## config.mk

```make
export PLATFORM = sky130hd
export DESIGN_NAME = s27_bist_ctrl
export DESIGN_NICKNAME = d
export VERILOG_FILES = /design/src/rtl/s27_bist_ctrl.sv
export SDC_FILE = /design/constraint.sdc
export NUM_CORES = 1
export LEC_CHECK = 0
export ABC_CLOCK_PERIOD_IN_PS = 3000
export CELL_PAD_IN_SITES_DETAIL_PLACEMENT = 1
export CELL_PAD_IN_SITES_GLOBAL_PLACEMENT = 1
export CORE_AREA = 2 2 67 82
export DETAILED_ROUTE_END_ITERATION = 12
export DIE_AREA = 0 0 69 84
export HOLD_SLACK_MARGIN = 0.02
export PLACE_DENSITY_LB_ADDON = 0.1
export SLEW_MARGIN = 0
export SYNTH_ARGS = -nofsm -noshare
export SYNTH_HDL_FRONTEND = slang
export SYNTH_SLANG_ARGS = --single-unit
```

## constraint.sdc

```tcl
create_clock -name CK -period 3 [get_ports CK]
set_clock_uncertainty 0.2 [all_clocks]
set_input_delay 0.45 -clock CK [delete_from_list [all_inputs] [get_ports CK]]
set_output_delay 0.45 -clock CK [all_outputs]
set_load 0.01 [all_outputs]
```

## src/rtl/s27_bist_ctrl.sv

```systemverilog
// Logic-BIST controller for the s27 core: LFSR stimulus, serial MISR compaction, pass/fail flag.
// Optional macro S27_BIST_SIG_OBS_EN adds the sig[7:0] port exposing live MISR contents.
module s27_bist_ctrl #(
    parameter int unsigned N_PATTERNS = 15,
    parameter logic [3:0]  SEED       = 4'h1,
    parameter int unsigned FLUSH_CYC  = 3,
    parameter logic [3:0]  FLUSH_VEC  = 4'h0,
    parameter int unsigned RESP_LAT   = 0,
    parameter logic [7:0]  MISR_POLY  = 8'h1D,
    parameter logic [7:0]  GOLDEN_SIG = 8'h00
) (
    input  logic       CK,
    input  logic       RST,
    input  logic       start,
    output logic [3:0] stim,
    input  logic       resp,
    output logic       busy,
    output logic       done,
    output logic       pass
`ifdef S27_BIST_SIG_OBS_EN
    ,
    output logic [7:0] sig
`endif
);

    typedef enum logic [2:0] {
        IDLE,
        FLUSH,
        RUN,
        DRAIN,
        DONE
    } state_t;

    localparam logic [15:0] FLUSH_LAST = 16'(FLUSH_CYC - 1);
    localparam logic [15:0] RUN_LAST   = 16'(N_PATTERNS - 1);
    localparam logic [15:0] DRAIN_LAST = 16'(RESP_LAT - 1);

    state_t      state;
    logic [15:0] cnt;
    logic [3:0]  lfsr;
    logic [3:0]  lfsr_next;
    logic [7:0]  misr;
    logic [7:0]  misr_next;
    logic        in_run;
    logic        cap_en;

    assign in_run    = (state == RUN);
    assign lfsr_next = {lfsr[2:0], lfsr[3] ^ lfsr[2]};

    // Capture strobe follows each RUN cycle by RESP_LAT cycles.
    generate
        if (RESP_LAT == 0) begin : g_cap_now
            assign cap_en = in_run;
        end else if (RESP_LAT == 1) begin : g_cap_one
            logic cap_q;
            always_ff @(posedge CK) begin
                if (RST) cap_q <= 1'b0;
                else     cap_q <= in_run;
            end
            assign cap_en = cap_q;
        end else begin : g_cap_sr
            logic [RESP_LAT-1:0] cap_sr;
            always_ff @(posedge CK) begin
                if (RST) cap_sr <= '0;
                else     cap_sr <= {cap_sr[RESP_LAT-2:0], in_run};
            end
            assign cap_en = cap_sr[RESP_LAT-1];
        end
    endgenerate

    always_comb begin
        misr_next = misr;
        if (cap_en)
            misr_next = {misr[6:0], 1'b0} ^ (misr[7] ? MISR_POLY : 8'h00) ^ {7'b0, resp};
    end

    always_ff @(posedge CK) begin
        if (RST) begin
            state <= IDLE;
            stim  <= '0;
            busy  <= 1'b0;
            done  <= 1'b0;
            pass  <= 1'b0;
            misr  <= '0;
            lfsr  <= SEED;
            cnt   <= '0;
        end else begin
            misr <= misr_next;
            case (state)
                IDLE, DONE: begin
                    if (start) begin
                        state <= FLUSH;
                        stim  <= FLUSH_VEC;
                        busy  <= 1'b1;
                        done  <= 1'b0;
                        pass  <= 1'b0;
                        misr  <= '0;
                        lfsr  <= SEED;
                        cnt   <= '0;
                    end
                end
                FLUSH: begin
                    if (cnt == FLUSH_LAST) begin
                        state <= RUN;
                        cnt   <= '0;
                        stim  <= lfsr;
                        lfsr  <= lfsr_next;
                    end else begin
                        cnt <= cnt + 16'd1;
                    end
                end
                RUN: begin
                    if (cnt == RUN_LAST) begin
                        cnt  <= '0;
                        stim <= '0;
                        // With zero latency the last capture lands on this same edge.
                        if (RESP_LAT == 0) begin
                            state <= DONE;
                            busy  <= 1'b0;
                            done  <= 1'b1;
                            pass  <= (misr_next == GOLDEN_SIG);
                        end else begin
                            state <= DRAIN;
                        end
                    end else begin
                        cnt  <= cnt + 16'd1;
                        stim <= lfsr;
                        lfsr <= lfsr_next;
                    end
                end
                DRAIN: begin
                    if (cnt == DRAIN_LAST) begin
                        state <= DONE;
                        cnt   <= '0;
                        busy  <= 1'b0;
                        done  <= 1'b1;
                        pass  <= (misr_next == GOLDEN_SIG);
                    end else begin
                        cnt <= cnt + 16'd1;
                    end
                end
                default: state <= IDLE;
            endcase
        end
    end

`ifdef S27_BIST_SIG_OBS_EN
    assign sig = misr;
`endif

endmodule
```

Figure 1. Met1 routing (run 1).
Scale bar: 20 microns. Supply wires on this layer in grey.
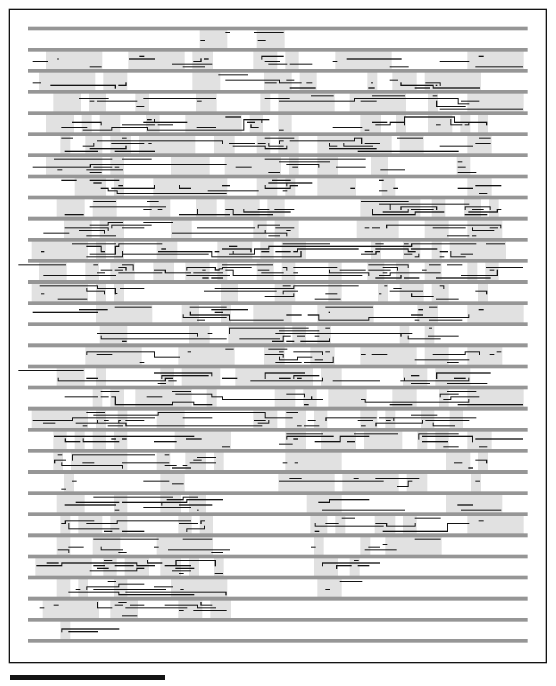
main direction: horizontal
nets with wire on the layer: 222
wire length on this layer: 2070 microns
longest straight run: 18.4 microns
share of all routed wire: 43%

Figure 2. Routing congestion map (run 1).
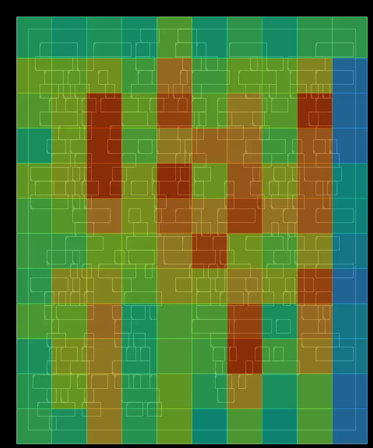
GR met1 Demand/Resource: 0.202
post-route core utilization: 0.438
met3 track demand over resource in global routing: 0.0326
highest-utilization routing layer at the global route stage: met2

Figure 3. Signal wires by layer (run 1).
Only two layers are drawn.
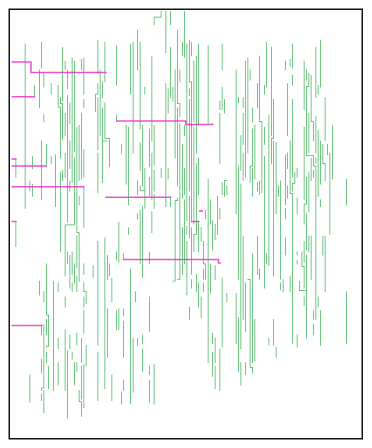
[magenta] metal 3 | wire length: 106 microns
[green] metal 2 | wire length: 2570 microns

==> notes.md, run 1 <==
Looking at the reg2reg group, the worst path ends at cnt[3]$_SDFFE_PP0P_. The portion of total power attributed to combinational logic came out at 0.124. Yosys shows that the main logic family after synthesis is simple AND/OR/NAND/NOR gates. The remaining routing DRC violations was 0.

The flow ran to the end, and the final reports show no timing, DRC or antenna violations. In this design, the largest share of critical-path delay is due to AND-OR/OR-AND gates. The critical path starts at cnt[1]$_SDFFE_PP0P_. At the end of routability-driven placement, the weighted congestion stood at 0.787. The most used flip-flop cell after synthesis was sky130_fd_sc_hd__dfxtp_1. The number of detailed-route iterations in the first pass came out at 4. The fraction of area in clock buffers and inverters works out to 0.0371. Worst setup slack after placement: 0.216 ns.

The run gives 84 microns for the vertical die dimension. The combinational share of cell area is 0.499. The average cell area after synthesis is 8.99 sq um, and the row count is 29. The final route contains 1643 vias. The register with the most flip-flops in the layout has 16 of them. With the post-synthesis adder-cell area fraction at 0.0128, the global-route wire length before repair is 8480 microns.

The share of flip-flops with an asynchronous set or reset works out to 0. The switching power share of the total came out at 0.257. Ranked by total cell area, the synthesized netlist is headed by sky130_fd_sc_hd__dfxtp_1 39%, sky130_fd_sc_hd__nor3_1 5.1%, sky130_fd_sc_hd__xnor2_1 4.9%, sky130_fd_sc_hd__nor2_1 4.6%, sky130_fd_sc_hd__nand2_1 3.3%. Per the GRT congestion report, total overflow comes to 0. Clock-pin slew was measured on the worst setup and hold paths at 0.07 ns. The fraction of met2 tracks used by global routing is 0.338. The run gives 0.384 as the starting density of the core. With the maximum clock frequency at 0.394 GHz, the CTS sink count is 38.

Setup repair after global routing left no endpoint under its margin. The number of antenna diodes in the final layout is 0. The flow reports power dissipated in combinational cells as 0.124 mW. The tools report the total power consumption of the routed design as 0.997 mW.

The most critical setup path has its endpoint at cnt[3]$_SDFFE_PP0P_. The detailed router reports a met2 wire length of 2570 microns. Once placement completed, the tool counted placed cells totaling 288.

The floorplan report lists the tap cell count as 62. Entering global routing, the biggest net connects 19 pins. After layout, the worst setup slack is 0.459 ns. The slew of the pin with the lowest slew margin came out at 0.501 ns. According to the I/O placement log, the pin count is 11. Detailed placement reports a standard cell area of 2140 sq um. Power spread over the standard cell area amounts to 449 nW/um^2. Across all hold checks on the routed design, the worst slack comes to 0.279 ns. The run gives 0.743 nW for the leakage power figure. The tools report the switching power of the nets as 0.256 mW. The synthesis run shows the most used standard cells to be 38 x sky130_fd_sc_hd__dfxtp_1, 24 x sky130_fd_sc_hd__nor2_1, 20 x sky130_fd_sc_hd__nor3_1. The mapped netlist covers 1950 sq um. The run gives 7 for the number of cells on the critical path.

Via count of the first global-routing pass: 1754. After technology mapping, the gate count stands at 217. The logs give 0 for the tally of nets with antenna violations remaining after routing and 0 for the post-cts hold-fix buffer tally. For the total CTS buffers, the log shows 5.

For the completed layout, the total cell area is recorded as 2220 sq um. The clock H-tree reported by CTS has 2 levels. The run gives 5.59 for the via count normalized by instance count. The most used logic cell in the final layout is sky130_fd_sc_hd__dfxtp_1. The total routing resource utilization after global routing was 0.179; the count of flip-flops with a built-in enable after synthesis was 0.

Per the finish-stage timing summary, setup violations number 0. The number of nets handed over by synthesis was 223. The endpoint kind of the worst setup timing path was a flop. Summed over all nets, the half-perimeter wirelength after detailed placement is 3610 microns.

The fraction of post-synthesis cell area in the top cell type by area is 0.390. The run reported a max-capacitance violation count of 0. The clock network fraction of total power was 0.349. The reg2reg setup slack came out at 0.46 ns.

The count of tool warnings is 27, and the clock latency on the worst-skew pair is 0.29 ns. The Yosys step of the flow raised 0 warnings. Input and output buffers added on the ports amount to 10. The sequential cell count was 38; the basic-gate share of the synthesized area counting and, or, nand and nor cells was 0.284.

The sequential power share was 0.527. sky130_fd_sc_hd__dfxtp_1 takes more of the synthesized area than any other cell. Per the final report, max-transition violations number 0. The die width is 69 microns, and the required arrival time at the worst endpoint is 2.97 ns. The clock network power reported by the tool is 0.348 mW.
Figure 4. Sequential cells coloured by netlist name (run 1).
Scale bar: 20 microns. Other sequential cells in the stronger grey, the rest of the logic in the fainter grey.
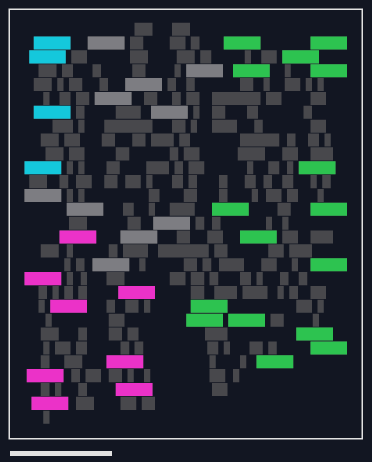

==> run 1 -> run 2 <==
- ABC_CLOCK_PERIOD_IN_PS: 3000 -> 2300
- clock period: 3 -> 2.3 ns (I/O delays scaled with it)
Figure 5. Sequential cells coloured by netlist name (run 2).
Scale bar: 20 microns. Other sequential cells in the stronger grey, the rest of the logic in the fainter grey.
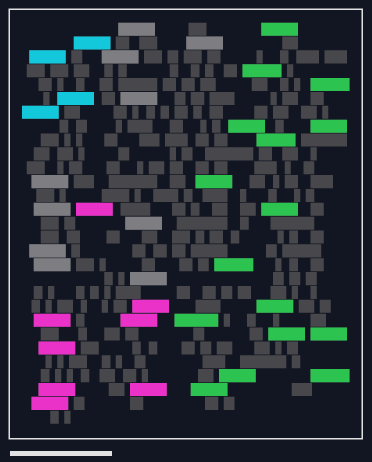
[green] `cnt` | placed flops: 16
[magenta] `misr` | placed flops: 8 | where: south-west
[cyan] `lfsr` | placed flops: 4 | where: north-west
area used by sequential logic in the layout: 771 sq um
P_seq: 0.684 mW
post-route core utilization: 0.498
sequential fraction of total cell area: 0.305

==> run 2 against run 1 <==
  * The run now ends with setup timing left
  * Non-clock buffer count grew 24
  * Synthesized area is the same
  * Worst setup slack got worse by 0.47 ns
  * Maximum frequency up 10%
  * Sequential share of layout area down 3.7 points
  * Register-to-register slack worse by 0.47 ns
  * Global-route usage grew 0.71 points
  * Sequential power up about 30%
  * Count of clock-buffer cells in the layout grew 1
  * Combinational power increased by 100%
  * Wire length is 15% higher
  * Sequential cell count stayed put
  * Critical endpoint is now cnt[9]$_SDFFE_PP0P_
==> notes.md, run 2 <==
The run gives 38 for the CTS sink count. Post-CTS timing repair inserted 0 buffers for setup. The initial antenna violation count is 0, and the average cell area after synthesis is 8.99 sq um.

Maximum level of the CTS H-tree: 2. Per the post-synthesis report, the number of cells in the design is 217. The startpoint of the most critical hold path is pass$_SDFFE_PP0P_. At the pin with the least slew margin, the transition time is 0.493 ns. The fraction of area in clock buffers and inverters came out at 0.0361. Per STA, the worst path accumulates the most delay in the family AND-OR/OR-AND gates. Path type of the worst min-delay path: flop to flop.

The detail route stage leaves a number of antenna-violating nets equal to 0. The critical path ends at cnt[9]$_SDFFE_PP0P_. The post-cts hold-fix buffer tally is 0, and the share of flip-flops with an asynchronous set or reset is 0.

In the final report, the number of pins over their slew limit comes to 0. Sorting the synthesized cells by how often they occur yields 38 x sky130_fd_sc_hd__dfxtp_1, 24 x sky130_fd_sc_hd__nor2_1, 20 x sky130_fd_sc_hd__nor3_1. Weighted congestion reported at the end of routability-driven placement: 0.872.

The portion of total power attributed to combinational logic was 0.177; the chip area was 5800 sq um. The first global-routing pass estimated 8750 microns of wire. The library cell with the highest instance count after synthesis was sky130_fd_sc_hd__dfxtp_1. Per the OpenROAD timing report, the critical path contains 9 cells.

Per the layout report, the design carries 7 non-clock inverters. The synthesis log from Yosys contains 0 warnings. The tools report the max-capacitance violation count as 0.

The routed design could run at a clock period as short as 2.31 ns. The total routing resource utilization after global routing was 0.186. TritonRoute output was used to compute an average wire per cell of 17.2 microns. TritonCTS built the clock tree. The switching power share of the total is 0.264, and the maximum clock frequency is 0.433 GHz.

The run gives 0.284 for the basic-gate share of the synthesized area counting and, or, nand and nor cells. The area fraction in mux cells is 0.0212, and the die width is 69 microns. The run gives 4 for the number of detailed-route iterations in the first pass. The count of cells in the finished layout, fillers not included, comes to 320.

The setup violation total in the final timing report is 8. The fraction of post-synthesis cell area in the top cell type by area was 0.390; the estimated wirelength of the detail-placed design was 3850 microns. For the netlist area before placement, the log shows 1950 sq um. Combinational family with the most area after synthesis: simple AND/OR/NAND/NOR gates.

Biggest area consumer among synthesized cells: sky130_fd_sc_hd__dfxtp_1. met2 is the most crowded layer. The post-synthesis to final-layout area growth is 29.6%, and the reg2reg setup slack is -0.009 ns. With the met3 usage at 0.0338, the row count is 29. The remaining routing DRC violations was 0; the routed length on met1 was 2270 microns. For reference, the top cells by area after synthesis are sky130_fd_sc_hd__dfxtp_1 39%, sky130_fd_sc_hd__nor3_1 5.1%, sky130_fd_sc_hd__xnor2_1 4.9%, sky130_fd_sc_hd__nor2_1 4.6%, sky130_fd_sc_hd__nand2_1 3.3%.

Setup repair after global routing could not meet its margin everywhere. Once placement finished, the instance area stood at 2270 sq um. The least setup slack across all paths after layout is -0.00907 ns, and the sequential cell count is 38. With the net count of the mapped netlist at 223, the clock network power is 0.472 mW. With the clock latency on the worst-skew pair at 0.29 ns, the vertical die dimension is 84 microns. With the total congestion overflow after global routing at 0, the number of tapcells is 62. Per the timing report, the most critical flop-to-flop path finishes at cnt[9]$_SDFFE_PP0P_. The fraction of met2 tracks used by global routing was 0.345; the buffer count excluding the clock tree in the final layout was 43. The final layout report lists a filler cell count of 599.

The final antenna diode tally reported by the flow is 0. The OpenROAD report gives the critical path a required time of 2.28 ns. The run gives 0.336 as the clock network fraction of total power.

Including well taps, the total number of placed cells is 304. The run finished, with violations left. The detailed router reports a met2 wire length of 3010 microns.

The run gives -0.0888 ns for the worst setup slack after placement. The worst setup path is captured at a flop. The commonest register cell is sky130_fd_sc_hd__dfxtp_1.

Per the detail_route report, vias per standard cell equal 5.55. The logs give 0.895 nW for the leakage power figure and 0.205 for the met1 track utilization from global routing. The run gives 0.372 mW for the switching power of the nets. Summed over all layers, the routed wires come to 5520 microns. The pin count of the biggest net entering global routing was 19. The timing report gives the clock slew at the launch and capture registers of the worst setup and hold paths as 0.08 ns. The via count of the first global-routing pass is 1881. The power per standard cell area was 556 nW/um^2. Sequential power share: 0.487. The startpoint kind of the worst setup timing path is a flop. Synthesis inferred 38 register bits.

The count of flip-flops with a built-in enable after synthesis is 0, and the starting density of the core is 0.384. The detailed router placed 1777 vias in this run. Per the TritonCTS log, the buffer count is 5. The fraction of the mapped netlist area in compound gates came out at 0.174. The total power consumption of the routed design is 1.41 mW, and the count of tool warnings is 28. The number of flip-flops under the largest register name was 16. Tracing the worst setup path back leads to its startpoint at cnt[0]$_SDFFE_PP0P_.

The post-synthesis adder-cell area fraction was 0.0128. The final reports fail on setup timing. The tightest hold path in the finished design has a slack of 0.277 ns. The run gives 0.249 mW for the power dissipated in combinational cells. The tools report the area of all placed cells without fillers as 2530 sq um. Per the cell usage report, the commonest logic cell in the layout is sky130_fd_sc_hd__dfxtp_1. The count of boundary I/O pins was 11; the combinational share of cell area was 0.466. The delay of the slowest cell on the worst path was 0.37 ns. Buffers placed on the I/O ports in this run total 10.

The run gives 6 for the biggest fanout along the worst timing path.
==> run 2 -> run 3 <==
- CTS_CLUSTER_SIZE: default -> 14
Figure 6. Signal wires by layer (run 3).
Only two layers are drawn.
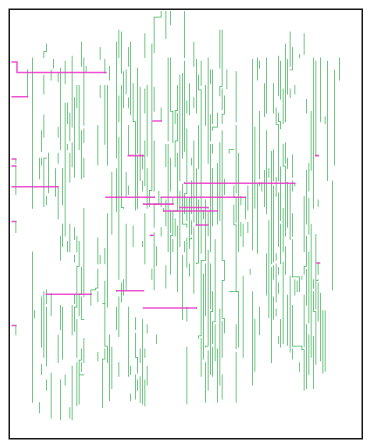
[magenta] metal 3 | wire length: 137 microns
[green] metal 2 | wire length: 3010 microns

==> run 3 against run 2 <==
  * The run still ends with setup timing left
  * Count of clock-buffer cells in the layout is the same
  * Maximum frequency unchanged
  * Combinational power is essentially flat
  * Sequential cell count unchanged
  * Sequential share of layout area is the same
  * Synthesized area stayed put
  * Register-to-register slack barely moved
  * Critical path depth unchanged
  * Total power unchanged
==> notes.md, run 3 <==
The logs give 0.684 mW for the flip-flop and latch power and 0.487 for the sequential power share. According to the hold report, the worst path is of the flop to flop type. The run gives 69 microns for the die width. For the met2 wirelength from detailed routing, the log shows 3010 microns.

The fraction of met2 tracks used by global routing was 0.345; the leakage power figure was 0.895 nW. The clock tree has to reach 38 sinks. For this run, the final setup violation count is recorded as 8.

With the non-filler instance count after layout at 320, the post-synthesis to final-layout area growth is 29.6%. All stages included, the depth of the critical timing path comes to 9. Looking at the global route congestion table, the highest-usage layer is met2.

For the via count of the first global-routing pass, the log shows 1881. The register with the most flip-flops in the layout has 16 of them. The switching power share of the total works out to 0.264.

The run gives 0.0212 for the area fraction in mux cells. Count of tool warnings: 28. The cell count of the worst hold path was 2; the row count was 29. The floorplan report gives the top-level pin count as 11. Per the placement log, port buffering inserted 10 buffers.

With the fraction of post-synthesis cell area in the top cell type by area at 0.390, the delay of the slowest cell on the worst path is 0.37 ns. The slew of the pin with the lowest slew margin was 0.493 ns. Counting plain and timing-repair buffers in the layout gives 43. The vertical die dimension works out to 84 microns. The weighted congestion reported at the end of routability-driven placement was 0.872.

The net count of the mapped netlist was 223. Endpoint kind of the worst setup timing path: a flop. The register cell area after layout came out at 771 sq um. The run gives 0.0361 for the fraction of area in clock buffers and inverters. Ranked by total cell area, the synthesized netlist is headed by sky130_fd_sc_hd__dfxtp_1 39%, sky130_fd_sc_hd__nor3_1 5.1%, sky130_fd_sc_hd__xnor2_1 4.9%, sky130_fd_sc_hd__nor2_1 4.6%, sky130_fd_sc_hd__nand2_1 3.3%.

The most critical setup path has its endpoint at cnt[9]$_SDFFE_PP0P_. The pre-CTS setup check shows a worst slack of -0.0888 ns. In the final routed layout, each cell accounts on average for 17.2 microns. After detailed routing, the number of remaining DRC violations is 0. The checks that failed: setup timing. For the clock latency on the worst-skew pair, the log shows 0.29 ns.

Cell total after placement: 304. Average cell area after synthesis: 8.99 sq um. Library cell with the highest instance count after synthesis: sky130_fd_sc_hd__dfxtp_1.

STA classifies the critical path startpoint as a flop. The cell type group with the largest total delay on the critical path is AND-OR/OR-AND gates. Power spread over the standard cell area amounts to 556 nW/um^2. TritonCTS created 5 clock buffers. In this run, post-CTS hold repair placed 0 buffers.

The portion of total power attributed to combinational logic is 0.177, and the share of flip-flops with an asynchronous set or reset is 0. The launch point of the worst register-to-register path is recorded as cnt[0]$_SDFFE_PP0P_. The commonest cells after synthesis are 38 x sky130_fd_sc_hd__dfxtp_1, 24 x sky130_fd_sc_hd__nor2_1, 20 x sky130_fd_sc_hd__nor3_1. Entering global routing, the biggest net connects 19 pins. The run gives 0.384 for the starting density of the core. In the final layout, the fill cell count is 599. The register share of the cell area came out at 0.305. Of all cell types, the one taking the most synthesized area is sky130_fd_sc_hd__dfxtp_1. The post-synthesis adder-cell area fraction is 0.0128, and the via count normalized by instance count is 5.55. The met1 track utilization from global routing was 0.205; the initial antenna violation count was 0. The number of antenna repair diodes was 0. The total routing resource utilization after global routing was 0.186; the count of flip-flops with a built-in enable after synthesis was 0. Along the worst path, the maximum fanout reaches 6.

Summed over all nets, the half-perimeter wirelength after detailed placement is 3850 microns. The final layout contains a sequential cell count of 38. The maximum clock frequency is 0.433 GHz. The detail route stage leaves a number of antenna-violating nets equal to 0. In the synthesized netlist, the dominant kind of combinational cell is simple AND/OR/NAND/NOR gates. With the count of warnings emitted by yosys at 0, the netlist area before placement is 1950 sq um. Looking at the cell usage after synthesis, the top flip-flop cell is sky130_fd_sc_hd__dfxtp_1.

The run finished, with violations left. The run gives 217 for the number of instances in the synthesized netlist. Leaving out fill and tap cells, the most frequent cell in the layout is sky130_fd_sc_hd__dfxtp_1.

The basic-gate share of the synthesized area counting and, or, nand and nor cells is 0.284, and the number of detailed-route iterations in the first pass is 4. The global route stage reports its total congestion overflow as 0. Leaving out the clock tree, the finished layout contains an inverter count of 7. The clock network consumes a total of 0.472 mW. For this floorplan the total number of well-tap instances is 62.

TritonCTS built the clock tree. Met3 usage: 0.0338. The worst hold path begins at pass$_SDFFE_PP0P_. The minimum clock period after layout was 2.31 ns. The run gives 2530 sq um for the area of all placed cells without fillers. The routed wire length came out at 5520 microns. In the per-layer summary, the met1 wirelength comes to 2270 microns. The combinational share of cell area came out at 0.466. The completed layout was analyzed and its total power is 1.41 mW. After floorplanning, the die was sized to cover 5800 sq um.

Setup repair after global routing could not meet its margin everywhere. The run gives 0.336 as the clock network fraction of total power. For the least setup slack across all paths after layout, the log shows -0.00907 ns.

The run reported a max-capacitance violation count of 0. After synthesis the netlist holds a flip-flop and latch count of 38.

==> notes/layouts.md <==
Pictures saved along the way, in no particular order.

Wires at chosen ports, followed through buffers.
Scale bar: 20 microns.
image #1
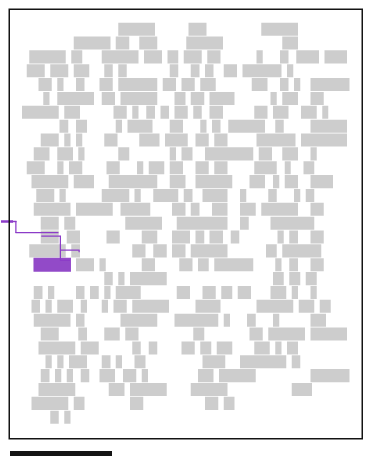
image #2
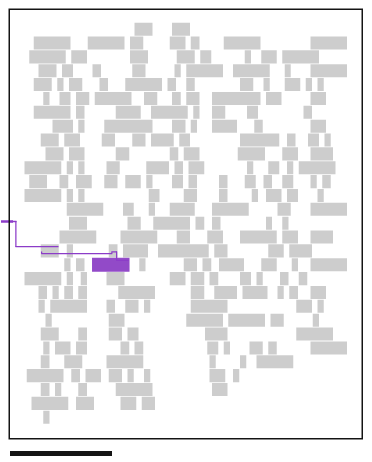
image #2: run 1
image #1: run 2

Key to image #1:
[purple] `pass` | bits: 1 | direction: output | end cells: 1 | wire: 25.5 microns

Power is estimated from default activity; no workload was simulated.
